==> config.mk <==
export PLATFORM = sky130hd
export DESIGN_NAME = ex_mem_stage_flat
export DESIGN_NICKNAME = d
export VERILOG_FILES = /design/src/rtl/arm_pkg.sv /design/src/rtl/ex_mem_stage_if.sv /design/src/rtl/ex_mem_skid.sv /design/src/rtl/ex_mem_stage.sv /design/src/flat_wrapper.sv
export SDC_FILE = /design/constraint.sdc
export NUM_CORES = 1
export LEC_CHECK = 0
export CORE_MARGIN = 3
export CORE_UTILIZATION = 50
export DETAILED_ROUTE_END_ITERATION = 8
export GPL_TIMING_DRIVEN = 1
export PLACE_DENSITY = 0.9
export SLEW_MARGIN = 20
export SYNTH_ARGS = -nofsm -noshare
export SYNTH_HDL_FRONTEND = slang
export SYNTH_HIERARCHICAL = 1
export SYNTH_SLANG_ARGS = --single-unit
==> constraint.sdc <==
create_clock -name CLK -period 3.76 [get_ports CLK]
set_clock_uncertainty 0.1 [all_clocks]
set_input_delay 0.564 -clock CLK [delete_from_list [all_inputs] [get_ports CLK]]
set_output_delay 0.564 -clock CLK [all_outputs]
set_load 0.005 [all_outputs]
Figure 1. PDN straps and rails (run 1).
Pins as bars on the die edge. Tap cells in gray.
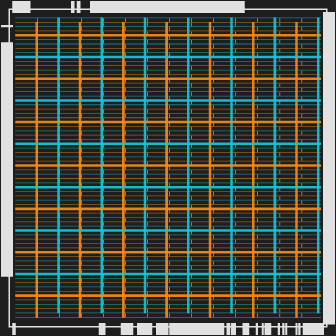
orange -> VSS
cyan -> VDD
tap cells = 461
met5 straps = 13
signal pins = 477
Die Y: 198.1 µm
die width: 198.1 µm
VDD IR max: 0.3174 mV

Figure 2. Placed cells, one color a class (run 1).
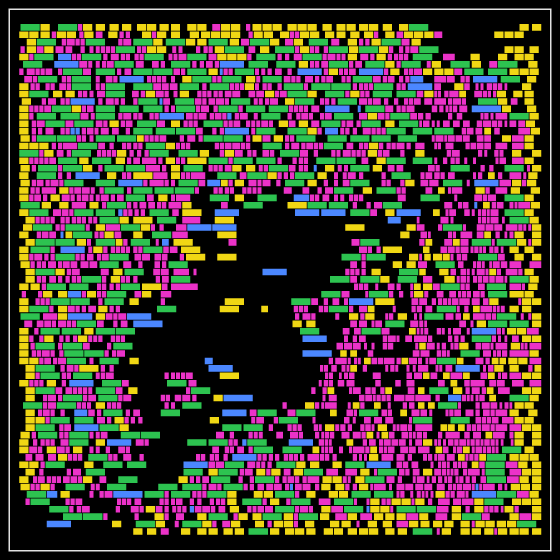
blue -> clock drivers and dummy loads  # cells 71, share of their area 5.6%
magenta -> all other logic  # cells 1673, share of their area 43%
green -> flip-flops  # cells 343, share of their area 28%
yellow -> other buffers and delay cells  # cells 557, share of their area 23%
Placement Rows: 69
core area: 36000 µm²

Figure 3. Congestion heat map (run 1).
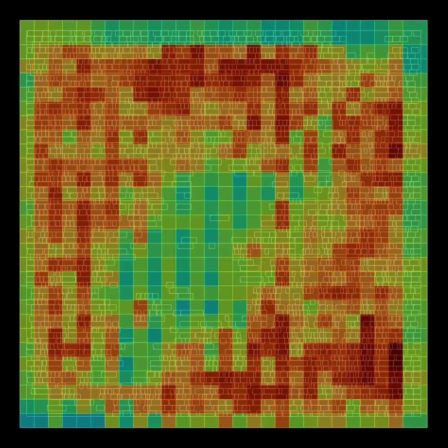
DR WL/cell: 21.96 µm
met1 Track Usage GR: 0.3887

==> impl_metrics.ini, run 1 <==
; synthesis and place-and-route metrics
[run_status]
status = finished clean

[min_path]
hold_path_depth = 2
worstHoldPathType = input port to flip-flop

[run]
cap_violations = 0
warnings = 49

[floorplanning]
taps = 461
ios = 477

[finish]
fin_nets = 2949
nNonClkBuffers = 557
seq_cells = 343
areaGrowthSynthToFinish_pct = 33.95
largest_cell_class = logic gates
n_multi_input_combinational_cell = 1660
buffer_area_frac = 0.2270
seq_share = 0.2778
drive_above_1_share = 0.07337
clkbuf_count = 56
utilization = 0.6867

[sta]
timing.fmax_ghz = 0.2780
whs_ns = 0.2568
worst_slack_ns = 0.1623
relSlewSlack = 0.3189
setup_tns_ns = 0

[setup_path]
path_max_fanout = 5
rr_worst_depth = 5
crit_required_ns = 4.07
arrival_ns = 3.91
cpLargestDelayFamily = AND-OR/OR-AND gates
worst-path-buf-inv = 2
cp.depth = 14

[power]
switching_share = 0.2757
comb_power_share = 0.203
seqPwrFrac = 0.394
p_sw_mw = 2.721
p_int_mw = 7.150
leakagePower_nw = 8.262
combinationalPower_mw = 2.00
powerDensity_nw_per_um2 = 399.3

[synthesis]
edf_count = 0
synthesis.area_um2 = 18460
synthArstFlopShare = 0
synth.top_cell.area_share = 0.3721
synthAoiAreaFrac = 0.2769
yosysMostFrequentCell = dfxtp_1
netlist_instances = 2258
yosysCellCount = 2258
ys.flop_type = dfxtp_1
ys_sh_xor = 0.02041
ys_sh_adder = 0.04244
synth_flops = 343
yosys_warnings = 6
synth_cell_types = 89
synthTopCellsByArea = dfxtp_1, o21ai_0, a21oi_1
mux_share = 0.0005424
avgSynthCellArea_um2 = 8.173
synthTopLogicFamily = AND-OR/OR-AND gates

[clocking]
cts_tree = done
clk_pin_slew_ns = 0.06
ctsLongestPathBuffers = 3
cts_setup_buffers = 0
clock-sinks = 343

[global_routing]
met3_usage = 0.07623
use_met2 = 0.5391
gr-total-overflow = 0
busiest_layer = met2

[routing]
drt-pass1-iter-count = 8
vias_per_cell = 6.462
drtIter0Drc = 2079
dr_wl_met2_um = 32530
drc_errors = 0

[place]
dpl.cell_count = 3034
placed_area_um2 = 23350
pre_cts_ws_ns = -0.4156
==> run 2, diff against run 1 <==
- HOLD_SLACK_MARGIN: not set -> 0.03
Figure 4. Wiring by layer (run 2).
Scale bar: 50 µm.
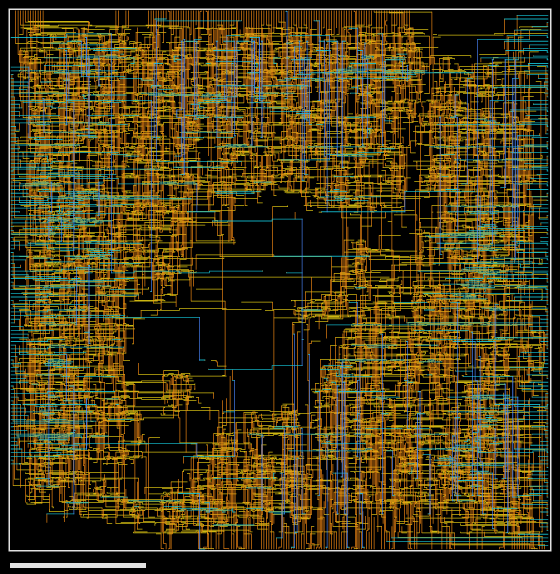
cyan -> met3  # wire length 6820 µm
yellow -> met1  # wire length 25.3 mm
orange -> met2  # wire length 32.5 mm
blue -> met4  # wire length 3720 µm
Post-Route WL: 68350 µm
Via Count: 20.11k
GRT Util Overall: 0.3237

==> impl_metrics.ini, run 2 <==
; synthesis and place-and-route metrics
[power]
seqPwrFrac = 0.394
ir_worst_vdd_mv = 0.3174
combinationalPower_mw = 2.00
p_int_mw = 7.150
leakagePower_nw = 8.262
powerDensity_nw_per_um2 = 399.3
switching_share = 0.2757
comb_power_share = 0.203

[clocking]
ctsLongestPathBuffers = 3
cts_tree = done
cts_setup_buffers = 0
clk_pin_slew_ns = 0.06
clock-sinks = 343

[setup_path]
rr_worst_depth = 5
cp.depth = 14
path_max_fanout = 5
cpLargestDelayFamily = AND-OR/OR-AND gates
arrival_ns = 3.91
worst-path-buf-inv = 2
crit_required_ns = 4.07

[place]
placed_area_um2 = 23350
dpl.cell_count = 3034
pre_cts_ws_ns = -0.4156

[routing]
vias_per_cell = 6.462
wire_per_inst_um = 21.96
drt-pass1-iter-count = 8
drc_errors = 0
drtIter0Drc = 2079
dr_wl_met2_um = 32530

[synthesis]
ys_sh_xor = 0.02041
yosysMostFrequentCell = dfxtp_1
synthTopLogicFamily = AND-OR/OR-AND gates
avgSynthCellArea_um2 = 8.173
yosys_warnings = 6
yosysCellCount = 2258
ys.flop_type = dfxtp_1
ys_sh_adder = 0.04244
synth_cell_types = 89
synthTopCellsByArea = dfxtp_1, o21ai_0, a21oi_1
edf_count = 0
synthAoiAreaFrac = 0.2769
mux_share = 0.0005424
netlist_instances = 2258
synth.top_cell.area_share = 0.3721

[global_routing]
use_met2 = 0.5391
met3_usage = 0.07623
busiest_layer = met2
gr-total-overflow = 0

[run]
cap_violations = 0
warnings = 49

[floorplanning]
rows = 69
die-width_um = 198.1
coreArea_um2 = 36000
taps = 461
die_h_um = 198.1

[min_path]
hold_path_depth = 2
worstHoldPathType = input port to flip-flop

[finish]
seq_cells = 343
fin_nets = 2949
utilization = 0.6867
buffer_area_frac = 0.2270
drive_above_1_share = 0.07337
areaGrowthSynthToFinish_pct = 33.95
clkbuf_count = 56
n_multi_input_combinational_cell = 1660
nNonClkBuffers = 557
largest_cell_class = logic gates

[sta]
relSlewSlack = 0.3189
timing.fmax_ghz = 0.2780
whs_ns = 0.2568
setup_tns_ns = 0
rsz0062_at_grt = no
worst_slack_ns = 0.1623

[run_status]
status = finished clean
Figure 5. Clock wires, drivers and flops (run 2).
Scale bar: 50 µm.
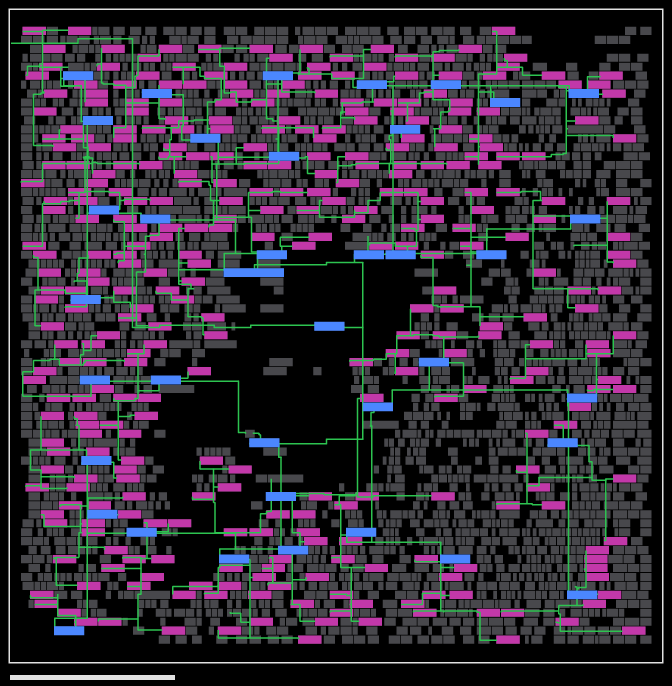
green -> clock wires  # length 4370 µm
blue -> cells driving clock nets  # count 39
magenta -> flip-flops  # count 343
flops lie = widely spread
routed clock nets = 40
clock network fraction of design power: 0.403
Worst-Skew Late Latency: 0.53 ns
Power Clock: 3.97 mW

No activity file was given, so power comes from the tool's default toggle rates.
